m2.png
(3 px per um) Cells faint in the background.
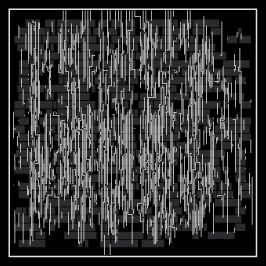
m3.png
(3 px per um)
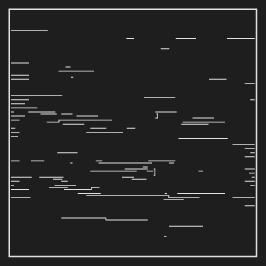
gates.png
(6 px per um)
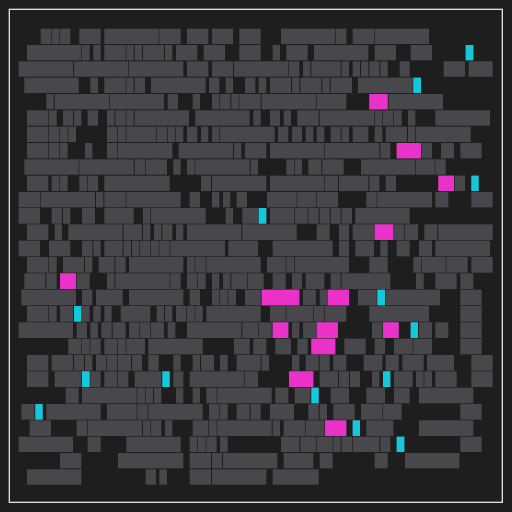
congestion_map.png
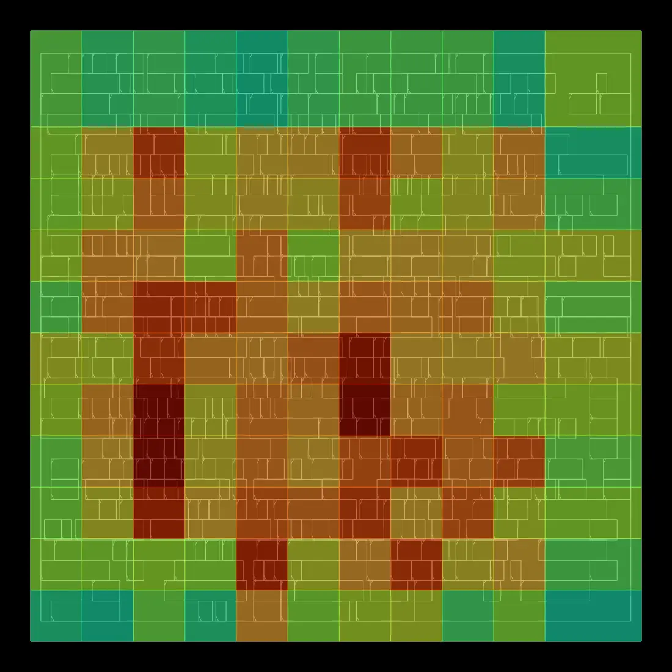
sizing.png
(6 px per um)
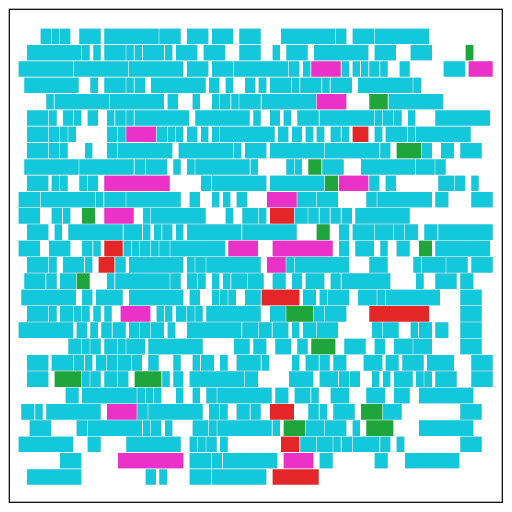
<file path="src/rtl/imem_loader_pkg.sv">
// imem_loader_pkg: shared types and constants for the instruction-memory loader.
// Contents: FSM state encoding, frame geometry constants, state-decode helper.
// Optional feature macro: IMEM_LOADER_CHECKSUM_EN (adds the CSUM state).
package imem_loader_pkg;

    localparam int unsigned LEN_BYTES      = 2;
    localparam int unsigned BYTES_PER_WORD = 4;
    localparam int unsigned LEN_W          = LEN_BYTES * 8;
    localparam int unsigned BYTE_CNT_W     = $clog2(BYTES_PER_WORD);

    // Fixed encodings so the checksum build does not renumber the other states.
    typedef enum logic [2:0] {
        ST_IDLE   = 3'd0,
        ST_LEN_LO = 3'd1,
        ST_LEN_HI = 3'd2,
        ST_DATA   = 3'd3,
`ifdef IMEM_LOADER_CHECKSUM_EN
        ST_CSUM   = 3'd4,
`endif
        ST_DONE   = 3'd5,
        ST_ERR    = 3'd6
    } state_e;

    // True in the states that consume stream bytes and stall the core.
    function automatic logic in_frame(input state_e s);
        logic r;
        r = (s == ST_LEN_LO) || (s == ST_LEN_HI) || (s == ST_DATA);
`ifdef IMEM_LOADER_CHECKSUM_EN
        r = r || (s == ST_CSUM);
`endif
        return r;
    endfunction

endpackage

</file>
<file path="src/rtl/imem_word_packer.sv">
// imem_word_packer: assembles little-endian words from a byte stream.
// Ports:
//   clock, reset        - clock, asynchronous active-high reset
//   clear_i             - restart word assembly (new load)
//   byte_valid_i/byte_i - one data byte accepted this cycle
//   word_complete_c     - combinational: this byte completes a word
//   word_valid_o        - registered one-cycle strobe, word_o holds the word
//   word_o              - assembled word (first byte in bits 7:0)
module imem_word_packer
    import imem_loader_pkg::*;
#(
    parameter int unsigned DATA_WIDTH = 32
) (
    input  logic                  clock,
    input  logic                  reset,
    input  logic                  clear_i,
    input  logic                  byte_valid_i,
    input  logic [7:0]            byte_i,
    output logic                  word_complete_c,
    output logic                  word_valid_o,
    output logic [DATA_WIDTH-1:0] word_o
);

    logic [BYTE_CNT_W-1:0] cnt_q, cnt_d;
    logic [DATA_WIDTH-1:0] word_q, word_d;
    logic                  valid_q;

    // Shift new bytes in from the top so the first byte ends up in bits 7:0.
    always_comb begin
        cnt_d           = cnt_q;
        word_d          = word_q;
        word_complete_c = byte_valid_i && (cnt_q == BYTE_CNT_W'(BYTES_PER_WORD - 1));
        if (clear_i) begin
            cnt_d  = '0;
            word_d = '0;
        end else if (byte_valid_i) begin
            cnt_d  = cnt_q + BYTE_CNT_W'(1);
            word_d = {byte_i, word_q[DATA_WIDTH-1:8]};
        end
    end

    always_ff @(posedge clock or posedge reset) begin
        if (reset) begin
            cnt_q   <= '0;
            word_q  <= '0;
            valid_q <= 1'b0;
        end else begin
            cnt_q   <= cnt_d;
            word_q  <= word_d;
            valid_q <= word_complete_c;
        end
    end

    assign word_valid_o = valid_q;
    assign word_o       = word_q;

endmodule

</file>
<file path="src/rtl/imem_loader.sv">
// imem_loader: loads a length-prefixed byte stream into instruction memory.
// Frame: N (16-bit, little-endian) then 4*N data bytes, optional checksum byte.
// Ports:
//   clock, reset                 - clock, asynchronous active-high reset
//   load_start                   - arms a load from IDLE/DONE/ERR
//   rx_valid/rx_data/rx_ready    - byte stream handshake
//   writeEnable/Address/Data     - one-cycle memory write per word
//   cpu_hold                     - core stall while a load is in progress
//   done/error                   - sticky completion / abort flags
// Macro IMEM_LOADER_CHECKSUM_EN: adds a trailing modulo-256 checksum byte.
module imem_loader
    import imem_loader_pkg::*;
#(
    parameter int unsigned DATA_WIDTH = 32,
    parameter int unsigned ADDR_WIDTH = 12
) (
    input  logic                  clock,
    input  logic                  reset,
    input  logic                  load_start,
    input  logic                  rx_valid,
    input  logic [7:0]            rx_data,
    output logic                  rx_ready,
    output logic                  writeEnable,
    output logic [ADDR_WIDTH-1:0] writeAddress,
    output logic [DATA_WIDTH-1:0] writeData,
    output logic                  cpu_hold,
    output logic                  done,
    output logic                  error
);

    localparam int unsigned MAX_WORDS = 32'(1) << ADDR_WIDTH;

`ifdef IMEM_LOADER_CHECKSUM_EN
    localparam state_e FRAME_END = ST_CSUM;
`else
    localparam state_e FRAME_END = ST_DONE;
`endif

    state_e                state_q, state_d;
    logic [LEN_W-1:0]      len_q, len_d;
    logic [ADDR_WIDTH-1:0] addr_q, addr_d;
    logic                  rx_ready_q, cpu_hold_q, done_q, error_q;
    logic                  accept_c, clear_c, last_word_c;
    logic [LEN_W-1:0]      len_full_c;
    logic                  pk_complete_c, pk_valid;
    logic [DATA_WIDTH-1:0] pk_word;
`ifdef IMEM_LOADER_CHECKSUM_EN
    logic [7:0]            sum_q, sum_d;
`endif

    assign accept_c    = rx_valid && rx_ready_q;
    assign len_full_c  = {rx_data, len_q[7:0]};
    // addr_q equals the index of the word being assembled or written.
    assign last_word_c = (LEN_W'(addr_q) == (len_q - LEN_W'(1)));

    imem_word_packer #(
        .DATA_WIDTH (DATA_WIDTH)
    ) u_packer (
        .clock           (clock),
        .reset           (reset),
        .clear_i         (clear_c),
        .byte_valid_i    (accept_c && (state_q == ST_DATA)),
        .byte_i          (rx_data),
        .word_complete_c (pk_complete_c),
        .word_valid_o    (pk_valid),
        .word_o          (pk_word)
    );

    // Next-state, length capture, address counter and checksum.
    always_comb begin
        state_d = state_q;
        len_d   = len_q;
        addr_d  = addr_q;
        clear_c = 1'b0;
`ifdef IMEM_LOADER_CHECKSUM_EN
        sum_d   = sum_q;
        if (accept_c && (state_q != ST_CSUM)) begin
            sum_d = sum_q + rx_data;
        end
`endif
        // Advance after each write except the last, so the counter never wraps.
        if (pk_valid && !last_word_c) begin
            addr_d = addr_q + ADDR_WIDTH'(1);
        end

        case (state_q)
            ST_IDLE, ST_DONE, ST_ERR: begin
                if (load_start) begin
                    state_d = ST_LEN_LO;
                    len_d   = '0;
                    addr_d  = '0;
                    clear_c = 1'b1;
`ifdef IMEM_LOADER_CHECKSUM_EN
                    sum_d   = '0;
`endif
                end
            end
            ST_LEN_LO: begin
                if (accept_c) begin
                    len_d[7:0] = rx_data;
                    state_d    = ST_LEN_HI;
                end
            end
            ST_LEN_HI: begin
                if (accept_c) begin
                    len_d[LEN_W-1:8] = rx_data;
                    if (len_full_c == '0) begin
                        state_d = FRAME_END;
                    end else if (32'(len_full_c) > MAX_WORDS) begin
                        state_d = ST_ERR;
                    end else begin
                        state_d = ST_DATA;
                    end
                end
            end
            ST_DATA: begin
                // Leave on the final byte; its write lands in the following cycle.
                if (pk_complete_c && last_word_c) begin
                    state_d = FRAME_END;
                end
            end
`ifdef IMEM_LOADER_CHECKSUM_EN
            ST_CSUM: begin
                if (accept_c) begin
                    state_d = (8'(sum_q + rx_data) == 8'h00) ? ST_DONE : ST_ERR;
                end
            end
`endif
            default: state_d = ST_IDLE;
        endcase
    end

    // State and registered status outputs, decoded from the next state.
    always_ff @(posedge clock or posedge reset) begin
        if (reset) begin
            state_q    <= ST_IDLE;
            len_q      <= '0;
            addr_q     <= '0;
            rx_ready_q <= 1'b0;
            cpu_hold_q <= 1'b0;
            done_q     <= 1'b0;
            error_q    <= 1'b0;
        end else begin
            state_q    <= state_d;
            len_q      <= len_d;
            addr_q     <= addr_d;
            rx_ready_q <= in_frame(state_d);
            cpu_hold_q <= in_frame(state_d);
            done_q     <= (state_d == ST_DONE);
            error_q    <= (state_d == ST_ERR);
        end
    end

`ifdef IMEM_LOADER_CHECKSUM_EN
    always_ff @(posedge clock or posedge reset) begin
        if (reset) begin
            sum_q <= '0;
        end else begin
            sum_q <= sum_d;
        end
    end
`endif

    assign rx_ready     = rx_ready_q;
    assign cpu_hold     = cpu_hold_q;
    assign done         = done_q;
    assign error        = error_q;
    assign writeEnable  = pk_valid;
    assign writeAddress = addr_q;
    assign writeData    = pk_word;

endmodule

</file>
<file path="config.mk">
export PLATFORM = sky130hd
export DESIGN_NAME = imem_loader
export DESIGN_NICKNAME = d
export VERILOG_FILES = /design/src/rtl/imem_loader_pkg.sv /design/src/rtl/imem_word_packer.sv /design/src/rtl/imem_loader.sv
export SDC_FILE = /design/constraint.sdc
export NUM_CORES = 1
export LEC_CHECK = 0
export CORE_UTILIZATION = 58
export CTS_CLUSTER_DIAMETER = 100
export CTS_CLUSTER_SIZE = 20
export DETAILED_ROUTE_END_ITERATION = 8
export GPL_ROUTABILITY_DRIVEN = 0
export PLACE_DENSITY = 0.86
export SETUP_SLACK_MARGIN = 0.3
export SLEW_MARGIN = 30
export SYNTH_ARGS = -nofsm -noshare
export SYNTH_HDL_FRONTEND = slang
export SYNTH_SLANG_ARGS = --single-unit
</file>
<file path="constraint.sdc">
create_clock -name clock -period 8.4 [get_ports clock]
set_clock_uncertainty 0.05 [all_clocks]
set_input_delay 1.68 -clock clock [delete_from_list [all_inputs] [get_ports clock]]
set_output_delay 1.68 -clock clock [all_outputs]
set_load 0.005 [all_outputs]
</file>
==> results.tsv <==
metric	value	unit
Reg2Reg Launch Point	len_q[3]	
total negative slack for setup checks	0	ns
number of nets still failing antenna checks after routing	0	
VDD IR-drop max	0.000215	V
overall routed net length	9540	um
biggest area cells	dfrtp_1 (47%), nand2_1 (10%), a21oi_1 (5.9%)	
final setup violation count	0	
Rel. slew slack	0.519	
flops out of synthesis	69	
worst stage delay on the critical path	0.54	ns
clock edge transition at the registers on the reported setup and hold paths	0.08	ns
Pre-Repair DR Iteration Count	5	
fraction of power consumed by the clock network	0.208	
CTS HTree Levels	3	
average wire per cell in the routed design	17.2	um
clock network latency to the later pin of the worst-skew pair	0.36	ns
number of pins with negative max-slew slack in the final report	0	
ys cells	425	
mean area per synthesized cell	8.72	um2
cell types with the highest counts after synthesis	nand2_1 (103), dfrtp_1 (69), a21oi_1 (44)	
Worst-Margin Slew	0.722	ns
sequential area share after synthesis	0.466	
Mapped Area	3700	um2
Inserted Diodes	0	
largest net degree at the start of global routing	70	
std cell rows	28	
startpoint of the lowest-slack hold path	u_packer.word_o[2]	
number of warning messages in the logs	26	
fraction of registers with async set or reset after synthesis	1.00	
Comb area	1830	um2
count of cells along the worst hold path	2	
post-detail-place hpwl	6480	um
vertical die dimension	81.9	um
worst path required time	8.60	ns
fraction of layout cells with a size suffix above 1	0.0833	
Switching Share	0.404	
fraction of synthesized cell area taken by the top area cell type	0.466	
library cells used by synthesis	61	
Logic pwr share	0.443	
cell-by-cell trace of the critical path	clkdlybuf4s50_1 -> or4_1 -> nor4_1 -> xnor2_1 -> a21oi_1 -> a31oi_1 -> o21ai_0 -> and2_1	
layout overhead on the synthesized area	23.7	%
data arrival time of the critical path	4.08	ns
run status	finished, final reports clean	
TritonCTS clock tree	yes	
## Picture notes: m2.png
wire length on this layer: 4820 um
longest straight run: 42.2 um

## Picture notes: m3.png
share of all routed wire: 5.7%
nets with wire on the layer: 73
longest straight run: 27.4 um
main direction: horizontal
wire length on this layer: 540 um

## Picture notes: gates.png
legend:
  magenta:
    family: non-inverting ao/oa cells
    cells: 13
  cyan:
    family: inv cells
    cells: 14
    where: widely spread

## Picture notes: congestion_map.png
routing usage on met2: 0.503
Overall Global Routing Usage: 0.308
global routing's busiest layer: met2
core occupancy in the finished layout: 0.761

## Picture notes: sizing.png
legend:
  cyan:
    size: x1 and smaller
    cells: 440
    share: 92%
  magenta:
    size: x6 and larger
    cells: 15
    share: 3.1%
  red:
    size: x3 and x4
    cells: 9
    share: 1.9%
  green:
    size: x2
    cells: 16
    share: 3.3%

==> kinds of logic (layout without fill, tap and decap cells) <==
logic type      after synthesis  in the layout  share of synthesized area
compound gates               92             92                      0.155
xor+xnor                     13             13                     0.0344
fa+ha+maj                     3              3                     0.0101
buf+inv                      38             93                     0.0449
flops                        69             69                      0.466
mux                           7              7                     0.0193
simple gates                203            203                      0.270
==> how the worst max path moves through the flow <==
stage | startpoint | endpoint | slack [ns] | cells past startpoint
global route | rx_data[0] | error | 4.41 | 8
finish | rx_data[0] | done | 4.52 | 8
CTS | rx_data[0] | done | 4.56 | 8
detailed placement | rx_data[0] | error | 4.23 | 8
floorplan | reset | cpu_hold | 4.93 | 1
global placement | load_start | len_q[1] | 4.15 | 6
==> layout by cell type, fill, tap and decap left out, drive strengths merged, types with 2 or more instances in the layout <==
cell           instances
nor3b                  2
nor2                  20
inv                   14
ha                     3
o211ai                 4
nor3                   6
o211a                  2
and2                   2
clkinv                 3
dfrtp                 69
o21ai                 22
nand4                  7
nor4                   6
nand2                103
a31oi                  3
xnor2                  9
or2                    5
and4                   2
and3                   6
or3                    3
or4                    6
nand3                 20
a21o                   3
mux2i                  6
nor2b                  5
bufinv                 2
o31ai                  2
a41oi                  2
buf                    3
clkbuf                10
a21oi                 44
clkdlybuf4s50         60
xor2                   3
nand2b                 3
a31o                   3
==> flip-flops by register name, summed over array words and instances (netlist names), 2 cells and up <==
name,cells
state_q,3
u_packer.word_o,32
len_q,16
u_packer.cnt_q,2
writeAddress,12
==> final cells by class <==
class | count | area share
multi-input combinational | 318 | 0.400
sequential | 69 | 0.377
timing repair buffer | 63 | 0.141
clock buffer | 10 | 0.0300
clock inverter | 6 | 0.0205
tap | 75 | 0.0205
inverter | 14 | 0.0115
==> through the flow <==
stage	worst slack, ns	std cells	instance area (um2)	hold WS (ns)
finish	4.52	555	4580	0.486
global route	4.41	555	4580	0.511
CTS	4.56	555	4570	0.484
detailed placement	4.23	539	4340	0.472
global placement	4.15	538	4310	0.464
floorplan	4.93	425	3700	0.446
==> worst max-delay path, delay by kind of cell <==
kind                   cells  cell delay, ns
AND-OR/OR-AND              3            0.48
XOR/XNOR                   1            0.19
buffers and inverters      1            0.49
AND/OR/NAND/NOR            3            1.24
==> power by group through the flow <==
| stage | combinational [mW] | clock (mW) | sequential, mW |
|---|---|---|---|
| after floorplan | 0.459 | 0 | 0.490 |
| after global placement | 0.615 | 0 | 0.523 |
| after detailed placement | 0.650 | 0 | 0.526 |
| after CTS | 0.657 | 0.314 | 0.522 |
| after global routing | 0.730 | 0.327 | 0.538 |
| final | 0.667 | 0.314 | 0.526 |
==> routing by layer <==
layer,routed length [um],up-vias,track usage
li1,-,1587,-
met1,4000,1639,0.408
met2,4820,129,0.503
met3,540,16,0.0489
met4,170,0,0.121
met5,0,-,0
Power is estimated from default activity; no workload was simulated.
